`src/rtl/alu_operand_stage.sv`:
```
`default_nettype none
// ---------------------------------------------------------------------------
// alu_operand_stage: single-entry operand capture stage with EX/MEM and MEM/WB forwarding. Rev 1.0
// ---------------------------------------------------------------------------
module alu_operand_stage #(
  parameter int N = 32
) (
  input  logic         clk,
  input  logic         rst_n,
  input  logic         in_valid_i,
  output logic         in_ready_o,
  input  logic [4:0]   rs1_addr_i,
  input  logic [4:0]   rs2_addr_i,
  input  logic [4:0]   rd_addr_i,
  input  logic [N-1:0] rs1_data_i,
  input  logic [N-1:0] rs2_data_i,
  input  logic [N-1:0] imm_i,
  input  logic         use_imm_i,
  input  logic [3:0]   op_in_i,
  input  logic         reg_write_in_i,
  input  logic [4:0]   exmem_rd_i,
  input  logic         exmem_we_i,
  input  logic [N-1:0] exmem_result_i,
  input  logic [4:0]   memwb_rd_i,
  input  logic         memwb_we_i,
  input  logic [N-1:0] memwb_result_i,
  input  logic         flush_i,
  output logic         out_valid_o,
  input  logic         out_ready_i,
  output logic [N-1:0] alu_a_o,
  output logic [N-1:0] alu_b_o,
  output logic [3:0]   alu_op_o,
  output logic [4:0]   out_rd_o,
  output logic         out_reg_write_o,
  output logic         out_illegal_o,
  output logic [15:0]  stall_cnt_o
);

  logic         valid_q, valid_d;
  logic [N-1:0] a_q, a_d, b_q, b_d;
  logic [3:0]   op_q, op_d;
  logic [4:0]   rd_q, rd_d, rs1a_q, rs1a_d, rs2a_q, rs2a_d;
  logic         we_q, we_d, ill_q, ill_d, imm_sel_q, imm_sel_d;
  logic [15:0]  stall_q, stall_d;
  logic         capture;
  logic         op_legal;

  // EX/MEM has priority over MEM/WB; x0 is never forwarded.
  function automatic logic [N-1:0] fwd(input logic [4:0] addr, input logic [N-1:0] dflt);
    if (addr != 5'd0 && exmem_we_i && exmem_rd_i == addr)      return exmem_result_i;
    else if (addr != 5'd0 && memwb_we_i && memwb_rd_i == addr) return memwb_result_i;
    else                                                       return dflt;
  endfunction

  always_comb begin
    case (op_in_i)
      4'b0001, 4'b0010, 4'b0100, 4'b1001, 4'b1100,
      4'b0011, 4'b1010, 4'b1110, 4'b0111: op_legal = 1'b1;
      default:                            op_legal = 1'b0;
    endcase
  end

  assign in_ready_o = !valid_q || out_ready_i;
  assign capture    = in_valid_i && in_ready_o && !flush_i;

  always_comb begin
    valid_d   = valid_q;
    a_d       = a_q;
    b_d       = b_q;
    op_d      = op_q;
    rd_d      = rd_q;
    rs1a_d    = rs1a_q;
    rs2a_d    = rs2a_q;
    we_d      = we_q;
    ill_d     = ill_q;
    imm_sel_d = imm_sel_q;
    stall_d   = (valid_q && !out_ready_i && stall_q != 16'hFFFF) ? stall_q + 16'd1 : stall_q;
    if (flush_i) begin
      valid_d = 1'b0;
    end else if (capture) begin
      valid_d   = 1'b1;
      rs1a_d    = rs1_addr_i;
      rs2a_d    = rs2_addr_i;
      imm_sel_d = use_imm_i;
      a_d       = fwd(rs1_addr_i, rs1_data_i);
      b_d       = use_imm_i ? imm_i : fwd(rs2_addr_i, rs2_data_i);
      op_d      = op_legal ? op_in_i : 4'b0000;
      ill_d     = !op_legal;
      we_d      = reg_write_in_i && op_legal && (rd_addr_i != 5'd0);
      rd_d      = rd_addr_i;
    end else if (valid_q && out_ready_i) begin
      valid_d = 1'b0;
    end else if (valid_q) begin
      // Stalled: keep picking up late results for the held source registers.
      a_d = fwd(rs1a_q, a_q);
      if (!imm_sel_q) b_d = fwd(rs2a_q, b_q);
    end
  end

  always_ff @(posedge clk or negedge rst_n) begin
    if (!rst_n) begin
      valid_q   <= 1'b0;
      a_q       <= '0;
      b_q       <= '0;
      op_q      <= 4'b0000;
      rd_q      <= 5'd0;
      rs1a_q    <= 5'd0;
      rs2a_q    <= 5'd0;
      we_q      <= 1'b0;
      ill_q     <= 1'b0;
      imm_sel_q <= 1'b0;
      stall_q   <= 16'd0;
    end else begin
      valid_q   <= valid_d;
      a_q       <= a_d;
      b_q       <= b_d;
      op_q      <= op_d;
      rd_q      <= rd_d;
      rs1a_q    <= rs1a_d;
      rs2a_q    <= rs2a_d;
      we_q      <= we_d;
      ill_q     <= ill_d;
      imm_sel_q <= imm_sel_d;
      stall_q   <= stall_d;
    end
  end

  assign out_valid_o     = valid_q;
  assign alu_a_o         = a_q;
  assign alu_b_o         = b_q;
  assign alu_op_o        = op_q;
  assign out_rd_o        = rd_q;
  assign out_reg_write_o = we_q;
  assign out_illegal_o   = ill_q;
  assign stall_cnt_o     = stall_q;

endmodule
`default_nettype wire

```
`config.mk`:
```
export PLATFORM = sky130hd
export DESIGN_NAME = alu_operand_stage
export DESIGN_NICKNAME = d
export VERILOG_FILES = /design/src/rtl/alu_operand_stage.sv
export SDC_FILE = /design/constraint.sdc
export NUM_CORES = 1
export LEC_CHECK = 0
export ABC_AREA = 1
export CAP_MARGIN = 20
export CORE_MARGIN = 3
export CORE_UTILIZATION = 52
export CTS_BUF_LIST = sky130_fd_sc_hd__clkbuf_8
export CTS_CLUSTER_DIAMETER = 200
export DETAILED_ROUTE_END_ITERATION = 12
export PLACE_DENSITY_LB_ADDON = 0.3
export SLEW_MARGIN = 10
export SYNTH_ARGS = -nofsm -noshare
export SYNTH_HDL_FRONTEND = slang
export SYNTH_SLANG_ARGS = --single-unit
```
`constraint.sdc`:
```
create_clock -name clk -period 3.5 [get_ports clk]
set_clock_uncertainty 0.05 [all_clocks]
set_input_delay 0.35 -clock clk [delete_from_list [all_inputs] [get_ports clk]]
set_output_delay 0.35 -clock clk [all_outputs]
set_load 0.02 [all_outputs]
```
==> flow_summary.toml <==
# generated from flow reports
[run_status]
status = "finished, final reports clean"

[synthesis]
top_area_cell = "dfrtp_1"
common_cells = "nand2_1 (583), nand3_1 (277), nor2_1 (211)"
yosysTopAreaCellShare = 0.287
synth-warning-count = 0
yosys-top-cells-area = "dfrtp_1 (29%), nand2_1 (24%), nand3_1 (15%)"
synth.area.mux_share = 0
fp_nets = 1802
edf_count = 0
netlist_instances = 1602
synthArstFlopShare = 1.00
synth_area_um2 = 8990
syn_area_per_cell_um2 = 5.61
ys_sh_aoi = 0.0428
synth-adder-area-share = 0.00278
ys.flop_type = "dfrtp_1"
synth_flops = 103
yosys_area_um2 = 8990
xor_share = 0.0166
synth_cell_type_count = 32
ys_cells = 1602
top_cell = "nand2_1"
logic_family = "simple AND/OR/NAND/NOR gates"
ys_sh_simple = 0.509
synth_seq_share = 0.287

[critical_path]
critPathRequiredTime_ps = 3790
cp-start-kind = "primary input"
cp.arrival_ps = 2670
r2r_cells = 11
worstPathBufferInverterCount = 3
crit_chain = "clkdlybuf4s50_1 > inv_1 > nand2_1 > nand3_1 > nor2_1 > nand2_2 > nand3_1 > nand2_1 > inv_2 > nor2_1 > a21oi_1"
critPathKind = "in -> reg"
startpoint = "exmem_rd_i[1]"
r2r-end = "alu_b_o[15]$_DFFE_PN0P_"
cp-end-kind = "register"
worstSetupPathDepth = 11
max_stage_delay_ps = 630
regToRegSetupSlack_ps = 1230
critPathSlowestCell = "inv_2"
cp_top_family = "buffers and inverters"
r2r-start = "rs2a_q[4]$_DFFE_PN0P_"
cp_max_fo = 32
endpoint = "alu_b_o[15]$_DFFE_PN0P_"

[clock_network]
clkLatencyLatePin_ps = 410
cts_resized = 0
htree_levels = 3
cts_buffers = 9
clock_path_buffers = 2
hold_buffers = 1
tritoncts = "built"
root_buffer = "clkbuf_8"
numClockSinks = 103
post_cts_buffers = 0

[grt]
grt.total_usage = 0.349
grt.overflow.total = 0
grt_pass1_vias = 10400
grt_max_degree = 65
grt_pass1_wl_mm = 52.4

[power]
maxPowerGroup = "combinational logic"
seq_cell_power_w = 0.00173
power.share.clock = 0.169
vdd_drop_max_v = 0.000279
comb-power_w = 0.00229
pg_clk_w = 0.000819
p_int_w = 0.00282
p_seq_frac = 0.358
switchingPower_w = 0.00202
sw_frac_of_total = 0.417
combPwrFrac = 0.473
cellLeakagePower_nw = 6.55
finalPower_w = 0.00484
p_per_area_nw_per_um2 = 398

[sta]
fmax_ghz = 0.420
setup_tns_ps = 0
setup_viol = 0
slew_violations = 0
fin_crit_ps = 2380
hold_violations = 0
period_used_share = 0.681
relSlewSlack = 0.466
worst_slew_pin_slew_ps = 801

[finish]
buf_share = 0.256
num-nonclk-inverters = 216
dominant-cell-class = "multi-input combinational cells"
comb_share = 0.427
final_cell_mix = "nand2_1 (582), clkdlybuf4s50_1 (289), nand3_1 (276)"
sh_seq_area = 0.212
clk_share = 0.0158
n_antenna_cell = 0
flop-count = 103
area.sequential_um2 = 2580
fill_cells = 1459
nets = 2039
syn_to_final_growth_pct = 35.2
buffers = 316
logic_area_um2 = 5190
logic_gates = 1193
drive_gt1_frac = 0.0510
clockBufferCount = 9
lay_top_count = "nand2_1"
fin_area_um2 = 12200

[route]
routed.top_layer = "met5"
wl_met2_mm = 15.2
antenna_left = 0
drt-total-wl_mm = 33.3
viasPerCell = 5.42
post_drt_wl_per_cell_um = 16.1
drt_iter0_drc = 1252
remaining_drc_errors = 0
met1Wirelength_mm = 12.7
firstDrtPassIters = 8
wl_met3_mm = 4.30

[die]
num_rows = 47
core_area_um2 = 16800
fp_util = 0.537
dieArea_um2 = 18900
tap_cells = 220
dieHeight_um = 138
die_w_um = 138

[worst_hold_path]
min_to = "alu_a_o[12]$_DFFE_PN0P_"
hp-class = "reg -> reg"
min_delay_path_depth = 2
min_from = "alu_a_o[12]$_DFFE_PN0P_"

[job]
cap_violations = 0
warnings = 26

[place]
gp_congestion = 0.985
dp_hpwl_mm = 24.0
place_area_um2 = 12000
sequential cells by signal, summed over array words and instances (netlist names):
register,cells
rs2a_q,5
out_valid_o,1
rs1a_q,5
out_illegal_o,1
alu_b_o,32
out_reg_write_o,1
alu_op_o,4
stall_cnt_o,16
alu_a_o,32
imm_sel_q,1
out_rd_o,5
stage by stage:
step	utilization	setup slack [ps]	hold slack [ps]	instances
6_report	0.725	1120	446	2064
5_1_grt	0.725	942	467	2064
4_1_cts	0.725	1180	446	2064
3_5_place_dp	0.713	772	416	2047
3_3_place_gp	0.713	803	412	2047
2_1_floorplan	-	1690	4.41	1602
metal layers:
layer | GRT usage | vias up
li1 | - | 5388
met1 | 0.453 | 4951
met2 | 0.562 | 751
met3 | 0.0898 | 93
met4 | 0.126 | 2
met5 | 0 | -
Figure 1. Port wiring.
Scale: 3 px per µm.
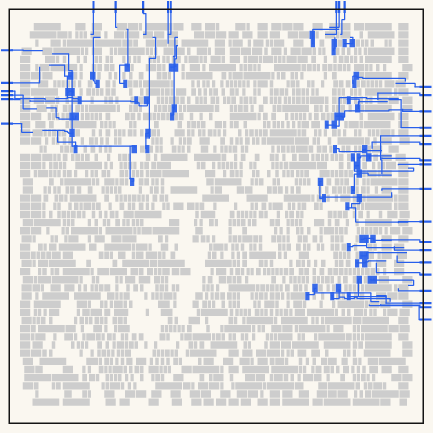
legend:
  blue:
    port: `memwb_result_i`
    direction: input
    edge: 18 east, 8 north, 6 west
    end_cells: 64
    buffers: 32
    wire: 1140 µm
num ports: 291
Port Buf Inserts: 290

Figure 2. Cell density map.
Scale: 2 px per µm. The die is cut into 14 by 14 equal tiles; dark purple is low, yellow is high, 0 to 100% covered.
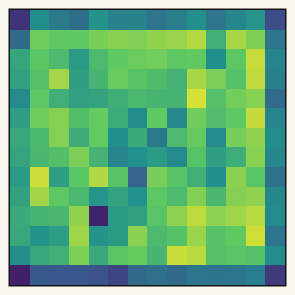
mean over tiles: 63%
fullest tile: 94%
tiles over 75% full: 30%

Figure 3. Gate families picked out.
Scale: 3 px per µm.
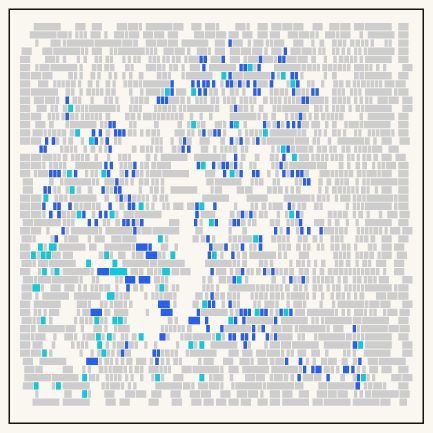
legend:
  cyan:
    family: aoi and oai cells
    cells: 71
  blue:
    family: nor cells
    cells: 225

